`src/rtl/pps_timebase_pkg.sv`:
```
// pps_timebase_pkg: shared state encoding and default widths for the PPS time base.
package pps_timebase_pkg;

    typedef enum logic [1:0] {
        WAIT     = 2'd0,
        RUN      = 2'd1,
        HOLDOVER = 2'd2
    } state_t;

    localparam int DEF_TICK_W = 28;
    localparam int DEF_SEC_W  = 32;

endpackage

```
`src/rtl/pps_edge_sync.sv`:
```
// pps_edge_sync: two-flop synchronizer plus registered rising-edge detect for an asynchronous PPS.
module pps_edge_sync (
    input  logic clk,
    input  logic rst,
    input  logic din,
    output logic pulse
);

    logic s1, s2, s3;

    always_ff @(posedge clk or posedge rst) begin
        if (rst) begin
            s1    <= 1'b0;
            s2    <= 1'b0;
            s3    <= 1'b0;
            pulse <= 1'b0;
        end else begin
            s1    <= din;
            s2    <= s1;
            s3    <= s2;
            pulse <= s2 & ~s3;
        end
    end

endmodule

```
`src/rtl/pps_timebase.sv`:
```
// pps_timebase: seconds/tick time base locked to PPS with period measurement, holdover and timestamp capture.
// Define PPS_TIMEBASE_SYNC_EN to accept an asynchronous or multi-cycle PPS through pps_edge_sync.
module pps_timebase
    import pps_timebase_pkg::*;
#(
    parameter int TICK_W  = DEF_TICK_W,
    parameter int SEC_W   = DEF_SEC_W,
    parameter int NOMINAL = 80000000,
    parameter int TOL     = 1000
) (
    input  logic              clk,
    input  logic              rst,
    input  logic              pps,
    input  logic              capture,
    output logic [SEC_W-1:0]  ts_sec,
    output logic [TICK_W-1:0] ts_tick,
    output logic              ts_valid,
    input  logic              ts_ready,
    output logic              ts_overflow,
    output logic [TICK_W-1:0] period,
    output logic              period_valid,
    output logic              pps_early,
    output logic              pps_missing,
    output logic              locked
);

    localparam logic [TICK_W-1:0] EARLY_TH = TICK_W'(NOMINAL - TOL);
    localparam logic [TICK_W-1:0] MISS_TH  = TICK_W'(NOMINAL + TOL - 1);
    localparam logic [TICK_W-1:0] NOM_M1   = TICK_W'(NOMINAL - 1);

    if (64'(NOMINAL) + 64'(TOL) >= (64'd1 << TICK_W)) begin : g_bad_cfg
        $error("pps_timebase: NOMINAL+TOL does not fit in TICK_W bits");
    end

    logic pps_evt;

`ifdef PPS_TIMEBASE_SYNC_EN
    pps_edge_sync u_sync (
        .clk   (clk),
        .rst   (rst),
        .din   (pps),
        .pulse (pps_evt)
    );
`else
    assign pps_evt = pps;
`endif

    state_t            state, state_n;
    logic [TICK_W-1:0] tick, tick_n, tick_inc, period_n;
    logic [SEC_W-1:0]  sec, sec_n, sec_inc;
    logic              pv_n, early_n;

    assign tick_inc = tick + TICK_W'(1);
    assign sec_inc  = sec + SEC_W'(1);

    always_comb begin
        state_n  = state;
        tick_n   = tick;
        sec_n    = sec;
        period_n = period;
        pv_n     = 1'b0;
        early_n  = 1'b0;
        case (state)
            WAIT: begin
                state_n = pps_evt ? RUN : WAIT;
                tick_n  = '0;
            end
            RUN: begin
                if (pps_evt) begin
                    period_n = tick_inc;
                    pv_n     = 1'b1;
                    early_n  = tick_inc < EARLY_TH;
                    tick_n   = '0;
                    sec_n    = sec_inc;
                end else if (tick == MISS_TH) begin
                    // keep phase as if the second had rolled at NOMINAL
                    state_n = HOLDOVER;
                    tick_n  = tick - NOM_M1;
                    sec_n   = sec_inc;
                end else begin
                    tick_n = tick_inc;
                end
            end
            HOLDOVER: begin
                // a pps coinciding with a wrap still advances sec only once
                state_n = pps_evt ? RUN : HOLDOVER;
                tick_n  = (pps_evt || tick == NOM_M1) ? '0 : tick_inc;
                sec_n   = (pps_evt || tick == NOM_M1) ? sec_inc : sec;
            end
            default: begin
                state_n = WAIT;
                tick_n  = '0;
                sec_n   = '0;
            end
        endcase
    end

    always_ff @(posedge clk or posedge rst) begin
        if (rst) begin
            state        <= WAIT;
            tick         <= '0;
            sec          <= '0;
            period       <= '0;
            period_valid <= 1'b0;
            pps_early    <= 1'b0;
            pps_missing  <= 1'b0;
            locked       <= 1'b0;
        end else begin
            state        <= state_n;
            tick         <= tick_n;
            sec          <= sec_n;
            period       <= period_n;
            period_valid <= pv_n;
            pps_early    <= early_n;
            pps_missing  <= state_n == HOLDOVER;
            locked       <= state_n == RUN;
        end
    end

    always_ff @(posedge clk or posedge rst) begin
        if (rst) begin
            ts_sec      <= '0;
            ts_tick     <= '0;
            ts_valid    <= 1'b0;
            ts_overflow <= 1'b0;
        end else begin
            if (capture && (!ts_valid || ts_ready)) begin
                ts_sec   <= sec;
                ts_tick  <= tick;
                ts_valid <= 1'b1;
            end else if (ts_ready) begin
                ts_valid <= 1'b0;
            end
            if (capture && ts_valid && !ts_ready)
                ts_overflow <= 1'b1;
        end
    end

endmodule

```
`config.mk`:
```
export PLATFORM = sky130hd
export DESIGN_NAME = pps_timebase
export DESIGN_NICKNAME = d
export VERILOG_FILES = /design/src/rtl/pps_timebase_pkg.sv /design/src/rtl/pps_edge_sync.sv /design/src/rtl/pps_timebase.sv
export SDC_FILE = /design/constraint.sdc
export NUM_CORES = 1
export LEC_CHECK = 0
export CAP_MARGIN = 20
export CORE_MARGIN = 2
export CORE_UTILIZATION = 40
export CTS_CLUSTER_SIZE = 40
export DETAILED_ROUTE_END_ITERATION = 10
export HOLD_SLACK_MARGIN = 0.08
export SYNTH_ARGS = -nofsm -noshare
export SYNTH_HDL_FRONTEND = slang
export SYNTH_SLANG_ARGS = --single-unit
```
`constraint.sdc`:
```
create_clock -name clk -period 8.4 [get_ports clk]
set_clock_uncertainty 0.1 [all_clocks]
set_input_delay 1.68 -clock clk [delete_from_list [all_inputs] [get_ports clk]]
set_output_delay 1.68 -clock clk [all_outputs]
set_load 0.02 [all_outputs]
```
**Run 1: supply network**

The bar under the picture is 50 um long. Pins as bars on the die edge.
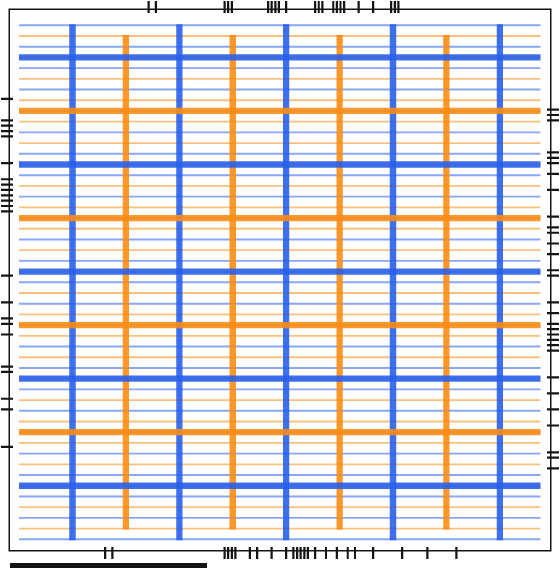
orange -> VDD
blue -> VSS
signal pins = 99
met5 straps = 9
die height: 137.2 um
Core Footprint: 17300 um2
DIE WIDTH: 137.2 um
Peak supply drop: 0.1593 mV

**Run 1: cell classes on the final placement**

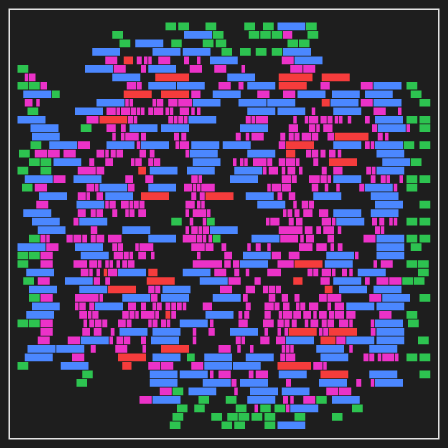
red -> clock drivers and dummy loads  # cells 32
blue -> registers  # cells 156
magenta -> remaining logic cells  # cells 466
green -> remaining buffers and delay cells  # cells 102
cell area after layout: 8865 um2
Core Rows: 48

==> results.cfg, run 1 <==
; implementation run metrics
[grt]
use_met2_pct = 28.08
top_usage_layer = met2
grt_use_total_pct = 17.32
grt_pass1_vias = 5107
gr-usage-met1_pct = 22.74
grt-ovfl-total = 0
grt_max_degree = 96
grt_pass1_wl_um = 25520

[timing]
period_used_pct = 43.29
finalHoldViolations = 0
worst_pin_slew_ns = 0.9490
rsz0062_at_grt = no
setup_violations = 0
setup_ws_ns = 4.764
holdWs_ns = 0.3807
finalSetupTns_ns = 0
maxSlewViolCount = 0

[critical_path]
cpMaxStageDelayCell = o221ai_4
setup.worst_path.start_class = input port
r2r-start = tick[0]
path_class = input port to flip-flop
cp-end-kind = flip-flop
max_stage_delay_ns = 0.77
cp-endpoint = sec[9]
timing.rr.end = sec[22]

[yosys]
yosys_cells = 655
synth-adder-area-share_pct = 1.058
top_cell_area_share_pct = 55.04
ys_area_um2 = 7093
syn_avg_cell_area_um2 = 10.83
simple_gate_share_pct = 18.26
ys_sh_aoi_pct = 9.578
yosys.area.top_type = dfrtp_1
top_cells_by_area = dfrtp_1 55%, mux2_2 8.7%, nand2_1 3.9%
synth_seq_share_pct = 55.04
synthFlopType = dfrtp_1
netlist_area_um2 = 7093
edf_count = 0
synth_warnings = 0
syn_inst = 655
ys_seq_elements = 156
synthesis.nets = 666

[final_layout]
drive_gt1_share_pct = 14.29
stdcell_count = 981
ff_count = 156
n_all_buffers = 102
clockNetworkAreaShare_pct = 7.156
num_antenna_cells = 0
layout.area.comb_um2 = 2969
buf_share_pct = 11.40
num-multi-input-gates = 450
nNetsFinal = 754
inv_count = 16
n_clock_buffer = 19
seq_area_share_pct = 44.04

[floorplan]
fp_util_pct = 41.01
die-area_um2 = 18810
taps = 225

[clock_network]
hold_buffers = 0
cts_tree = built
cts_setup_buffers = 0
cts_resized = 0
root_buffer = clkbuf_16
cts.path.max_buffers = 2
cts_buffers = 17
clkTransAtPathRegs_ns = 0.06

[job]
warning_count = 29

[place]
dp_cells = 949
place_area_um2 = 8230
pre_cts_ws_ns = 4.327
gp_congestion = 0.8465
port_buffers = 98

[pwr]
p_int_mw = 1.370
comb_power_uw = 236
p_total_mw = 1.856
p_seq_uw = 803
maxPowerGroup = the clock network
p_switching_uw = 486.1
seqPwrFrac_pct = 43.3
combPwrFrac_pct = 12.7
switching_share_pct = 26.19

[min_path]
hold_start = period[7]
hold_path.class = flip-flop to flip-flop

[routing]
vias = 5152
via_per_inst = 5.252
route.detailed.drc = 0
drt-total-wl_um = 15280

[outcome]
outcome = completed
**Run 1: clock distribution**

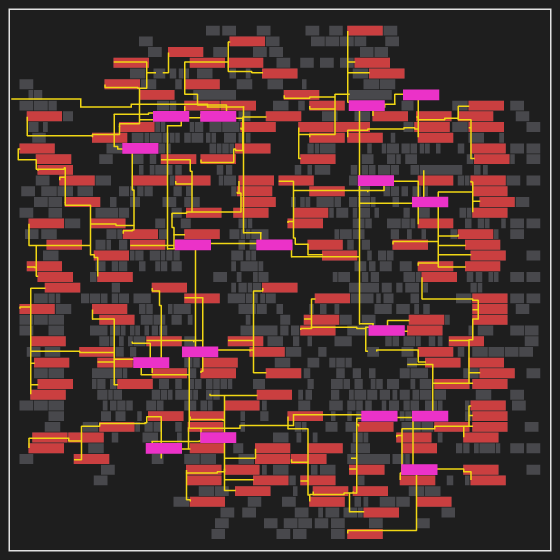
red -> flip-flops  # count 156
yellow -> clock wires  # length 1900 um
magenta -> clock-net drivers  # count 17
flops lie = spread over the die
routed clock nets = 18
worst skew pair latency: 0.43 ns
Clk. pwr: 816 uW
clock network power share: 44.0%

[run 1: worst min path at each step]
| stage | end | depth (start not counted) |
|---|---|---|
| floorplan | sec[14] | 1 |
| global placement | ts_overflow | 1 |
| detailed placement | ts_overflow | 1 |
| CTS | period[7] | 2 |
| global route | ts_overflow | 1 |
| finish | period[7] | 2 |
[run 1: registers in the layout, indices dropped and copies added (netlist names), 2 cells and up]
| signal | count |
|---|---|
| period | 28 |
| state | 2 |
| ts_sec | 32 |
| ts_tick | 28 |
| sec | 32 |
| tick | 28 |
[run 1: critical path: cells and delay by family]
family | cells | cell delay (ns)
buffers and inverters | 1 | 0.47
AND-OR/OR-AND | 2 | 0.85
AND/OR/NAND/NOR | 3 | 0.83
[run 1: cells in the mapped netlist, drive strengths merged, types with 3 or more instances]
master / n
a21o: 8
or2: 3
mux2: 55
o31ai: 16
o21ai: 54
nand3: 33
and2: 9
nand2b: 4
xor2: 12
buf: 11
dfrtp: 156
nor2: 57
inv: 16
or3: 8
nand2: 74
a21oi: 8
nor3: 18
nand4: 9
nor4: 11
and3: 10
ha: 6
a31oi: 3
xnor2: 22
clkbuf: 22
[run 1: cells by family (layout without fill, tap and decap cells)]
group | after synthesis | after routing
AND-OR/OR-AND | 105 | 105
XOR/XNOR | 34 | 34
adder cells (fa/ha/maj) | 6 | 6
buffers and inverters | 49 | 150
flip-flops | 156 | 156
multiplexers | 55 | 55
AND/OR/NAND/NOR | 250 | 250
[run 1: per-layer routing]
| layer | up-vias | part of all wire (%) |
|---|---|---|
| met2 | 123 | 48 |
| met1 | 2540 | 46 |
| li1 | 2471 | - |
| met5 | - | 0 |
| met4 | 0 | 1.5 |
| met3 | 18 | 4.4 |
==> run 2: changes to the inputs <==
==> constraint.sdc (replaced) <==
create_clock -name clk -period 3.1 [get_ports clk]
set_clock_uncertainty 0.1 [all_clocks]
set_input_delay 0.62 -clock clk [delete_from_list [all_inputs] [get_ports clk]]
set_output_delay 0.62 -clock clk [all_outputs]
set_load 0.02 [all_outputs]
**Run 2: supply network**

The bar under the picture is 50 um long. Pins as bars on the die edge.
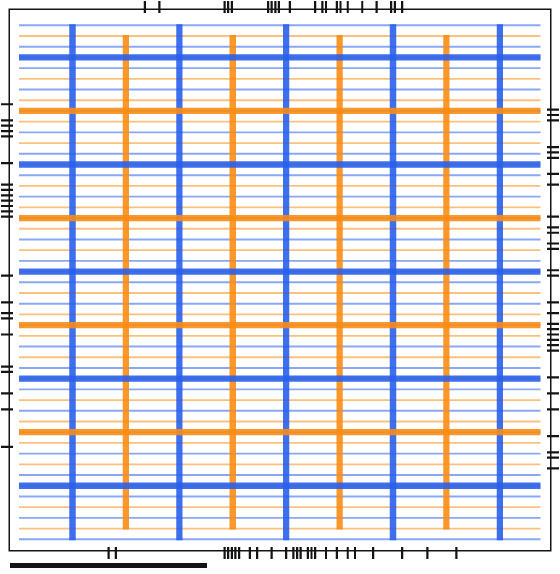
orange -> VDD
blue -> VSS
signal pins = 99
met1 rails = 49
met5 straps = 9
met4 straps = 9
Peak supply drop: 0.4062 mV

==> run 2 against run 1 <==
- non-clock buffer count is 5 higher
- setup slack lost 4.5 ns
- sequential power increased to 2.7 times the previous value
==> results.cfg, run 2 <==
; implementation run metrics
[critical_path]
cp_num_buf_inv = 1
r2r-start = tick[0]
timing.rr.end = sec[30]
max_stage_delay_ns = 0.49
setup.worst_path.start_class = flip-flop
cp_top_family = simple AND/OR/NAND/NOR gates
path_class = flip-flop to flip-flop
cpMaxStageDelayCell = dfrtp_1

[yosys]
top_cells_by_area = dfrtp_1 55%, mux2_2 8.7%, nand2_1 3.9%
ys_area_um2 = 7093
synth_warnings = 0
ys_sh_aoi_pct = 9.578
synthesis.nets = 666
syn_inst = 655
yosys.area.top_type = dfrtp_1
yosys-top-cells-count = 156 x dfrtp_1, 74 x nand2_1, 57 x nor2_1
top_cell_area_share_pct = 55.04
synth-adder-area-share_pct = 1.058
synthFlopType = dfrtp_1
yosys_cells = 655
edf_count = 0
syn_avg_cell_area_um2 = 10.83

[pwr]
powerClk_mw = 2.05
comb_power_uw = 686
clock_power_share_pct = 41.7
p_int_mw = 3.586
p_seq_mw = 2.17
switching_share_pct = 26.93

[final_layout]
stdcell_count = 986
n_all_buffers = 107
top_regs = sec: 32 flops, ts_sec: 32 flops
seq_area_share_pct = 43.94
inv_count = 16
num_antenna_cells = 0
drive_gt1_share_pct = 14.72
nNetsFinal = 759
fin_area_um2 = 8884
num-multi-input-gates = 450
clockNetworkAreaShare_pct = 6.521
ff_count = 156
n_clock_buffer = 21

[min_path]
min_path_cells = 2
hold_start = period[16]
min_to = period[16]
hold_path.class = flip-flop to flip-flop

[clock_network]
root_buffer = clkbuf_16
insertion_delay_ns = 0.43
cts_buffers = 17
cts.path.max_buffers = 2
cts_tree = built
hold_buffers = 0

[grt]
grt_pass1_vias = 5224
grt_use_total_pct = 18.19
grt_max_degree = 157
grt_pass1_wl_um = 26610

[floorplan]
rows = 48
dieHeight_um = 137.2
fp_util_pct = 41.01

[timing]
setup_violations = 0
rsz0062_at_grt = no
finalSetupTns_ns = 0
maxSlewViolCount = 0
setup_ws_ns = 0.3134
worst_pin_slew_ns = 0.8475

[place]
gp_congestion = 0.8871
port_buffers = 98
pre_cts_ws_ns = 0.3321

[routing]
route.detailed.drc = 0
drt-total-wl_um = 15940
vias = 5168

[outcome]
outcome = completed

[job]
warning_count = 31
**Run 2: congestion heat map**

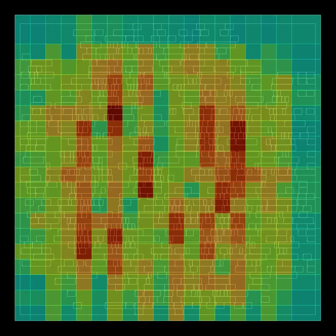
wire length per cell: 16.17 um
grt met2 use: 28.25%

run 2: netlist changes by cell type in the layout (fill, tap and decap cells not counted), moves of 2 or more:
cell | before | now
clkinv_4 | 4 | 1
buf_4 | 4 | 6
buf_12 | 0 | 3
clkinv_2 | 1 | 4
inv_6 | 2 | 0
bufinv_16 | 4 | 2
clkinvlp_4 | 3 | 5
run 2: per-layer routing:
| layer | vias up | routed length [um] | part of all wire (%) | global-route usage (%) |
|---|---|---|---|---|
| met5 | - | 0 | 0 | 0 |
| li1 | 2476 | - | - | - |
| met3 | 24 | 584 | 3.7 | 4.111 |
| met1 | 2567 | 7533 | 47 | 24.84 |
| met2 | 101 | 7530 | 47 | 28.25 |
| met4 | 0 | 291 | 1.8 | 6.987 |
run 2: worst max-delay path by stage:
| stage | end | slack [ns] | depth (start not counted) |
|---|---|---|---|
| 6_report | sec[30] | 0.31 | 8 |
| 3_3_place_gp | pps_early | 0.44 | 8 |
| 3_5_place_dp | sec[30] | 0.33 | 8 |
| 2_1_floorplan | locked | 0.41 | 1 |
| 5_1_grt | sec[30] | 0.08 | 8 |
| 4_1_cts | sec[30] | 0.31 | 8 |
run 2: kinds of logic (layout without fill, tap and decap cells):
| logic type | after synthesis | in the layout |
|---|---|---|
| mux | 55 | 55 |
| xor+xnor | 34 | 34 |
| fa+ha+maj | 6 | 6 |
| buf+inv | 49 | 155 |
| flops | 156 | 156 |
| compound gates | 105 | 105 |
| simple gates | 250 | 250 |
run 2: worst min-delay path, delay by kind of cell, from the launching register on:
kind | cells | cell delay, ns
AND-OR/OR-AND | 1 | 0.06
flip-flops | 1 | 0.34
AND/OR/NAND/NOR | 1 | 0.04
==> run 3: changes to the inputs <==
--- a/config.mk
+++ b/config.mk
@@ -11,6 +11,7 @@
 export CTS_CLUSTER_SIZE = 40
 export DETAILED_ROUTE_END_ITERATION = 10
 export HOLD_SLACK_MARGIN = 0.08
+export SLEW_MARGIN = 30
 export SYNTH_ARGS = -nofsm -noshare
 export SYNTH_HDL_FRONTEND = slang
 export SYNTH_SLANG_ARGS = --single-unit
**Run 3: cell classes on the final placement**

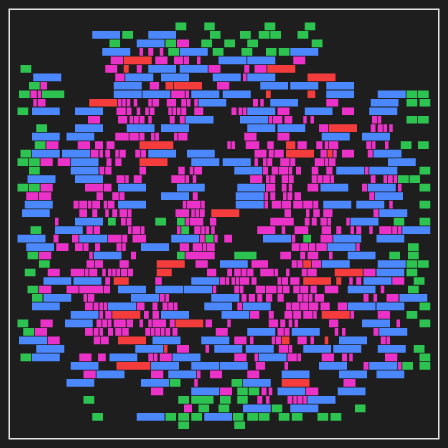
red -> clock drivers and dummy loads  # cells 32
green -> remaining buffers and delay cells  # cells 107
magenta -> remaining logic cells  # cells 466
blue -> registers  # cells 156
cell area after layout: 8884 um2
utilization after layout: 51.36%
sequential share of cell area: 43.94%

==> run 3 against run 2 <==
- maximum frequency stayed put
- first-iteration DRC count unchanged
- flip-flop count is the same
- sequential share of layout area unchanged
- critical path type unchanged
- hold slack unchanged
==> results.cfg, run 3 <==
; implementation run metrics
[grt]
grt_max_degree = 157
grt_pass1_vias = 5224
grt_pass1_wl_um = 26610
use_met2_pct = 28.25
top_usage_layer = met2
grt_use_total_pct = 18.19

[floorplan]
coreArea_um2 = 17300
die_width_um = 137.2
fp_util_pct = 41.01
rows = 48
dieHeight_um = 137.2

[timing]
finalSetupTns_ns = 0
maxSlewViolCount = 0
setup_violations = 0
worst_pin_slew_ns = 0.8475
finalHoldViolations = 0
period_used_pct = 89.89

[yosys]
synth_warnings = 0
yosys.area.top_type = dfrtp_1
top_cell_area_share_pct = 55.04
syn_inst = 655
synth-adder-area-share_pct = 1.058
synthesis.nets = 666
edf_count = 0
synthFlopType = dfrtp_1
yosys_cells = 655
simple_gate_share_pct = 18.26
top_cells_by_area = dfrtp_1 55%, mux2_2 8.7%, nand2_1 3.9%
ys_sh_aoi_pct = 9.578

[outcome]
outcome = completed

[job]
warning_count = 31

[routing]
drt-total-wl_um = 15940

[critical_path]
cp_top_family = simple AND/OR/NAND/NOR gates
cpMaxStageDelayCell = dfrtp_1
max_stage_delay_ns = 0.49
cp_num_buf_inv = 1
path_class = flip-flop to flip-flop

[clock_network]
cts_buffers = 17
cts_setup_buffers = 0
cts_tree = built
cts.path.max_buffers = 2

[final_layout]
num_antenna_cells = 0
nNetsFinal = 759
drive_gt1_share_pct = 14.72

[pwr]
peakVddDrop_mv = 0.4062

[place]
gp_congestion = 0.8871
place_area_um2 = 8304
**Run 3: clock distribution**

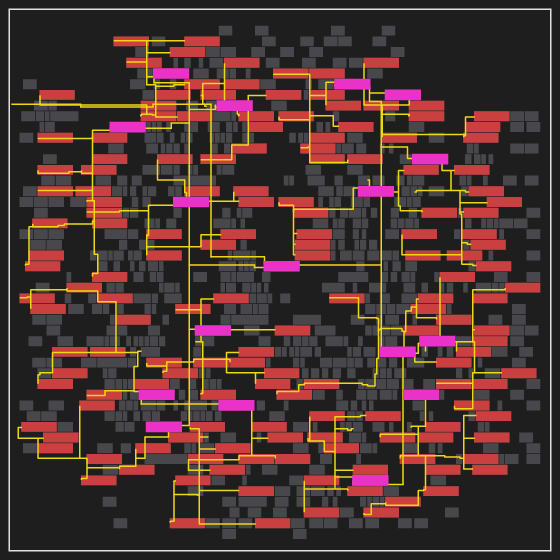
magenta -> clock-net drivers  # count 17
yellow -> clock wires  # length 1980 um
red -> flip-flops  # count 156
routed clock nets = 18
clock network power share: 41.7%
Clk. pwr: 2.05 mW

[run 3: cell counts after synthesis]
Identical to the previous run, type by type.
[run 3: area by class of cell]
| class | instances | area [um2] |
|---|---|---|
| Clock buffer | 21 | 460.4 |
| Clock inverter | 11 | 118.9 |
| Fill cell | 1530 | 8413 |
| Inverter | 16 | 63.81 |
| Multi-Input combinational cell | 450 | 2969 |
| Sequential cell | 156 | 3904 |
| Tap cell | 225 | 281.5 |
| Timing Repair Buffer | 107 | 1086 |
[run 3: where the power goes]
part / switching [mW] / internal, mW
clock: 0.826 / 1.22
combinational: 0.432 / 0.254
sequential: 0.0635 / 2.11
total: 1.32 / 3.59
[run 3: through the flow]
step	hold slack [ns]	std cells	power (mW)	worst slack (ns)
global route	0.4027	986	5.138	0.08462
detailed placement	0.3696	954	2.905	0.3321
finish	0.3797	986	4.908	0.3134
CTS	0.3831	986	4.954	0.3106
floorplan	0.3556	655	2.654	0.4071
global placement	0.3589	954	2.885	0.4400
[run 3: final timing paths]
path	slack [ns]	startpoint	end	cells after the start
setup / recovery	0.31	tick[0]	sec[30]	8
max in group asynchronous	1.58	rst	period[25]	3
setup reg to reg	0.31	tick[0]	sec[30]	8
min in group asynchronous	0.68	rst	period_valid	3
hold / removal	0.38	period[16]	period[16]	2
hold reg to reg	0.38	period[16]	period[16]	2
[run 3: logic make-up after synthesis]
family | count (synthesis)
simple gates | 250
fa+ha+maj | 6
xor+xnor | 34
compound gates | 105
mux | 55
flops | 156
buf+inv | 49
[run 3: layer usage]
metal,vias to the layer above,part of all wire (%)
li1,2476,-
met1,2567,47
met2,101,47
met3,24,3.7
met4,0,1.8
met5,-,0
Power is estimated from default activity; no workload was simulated.
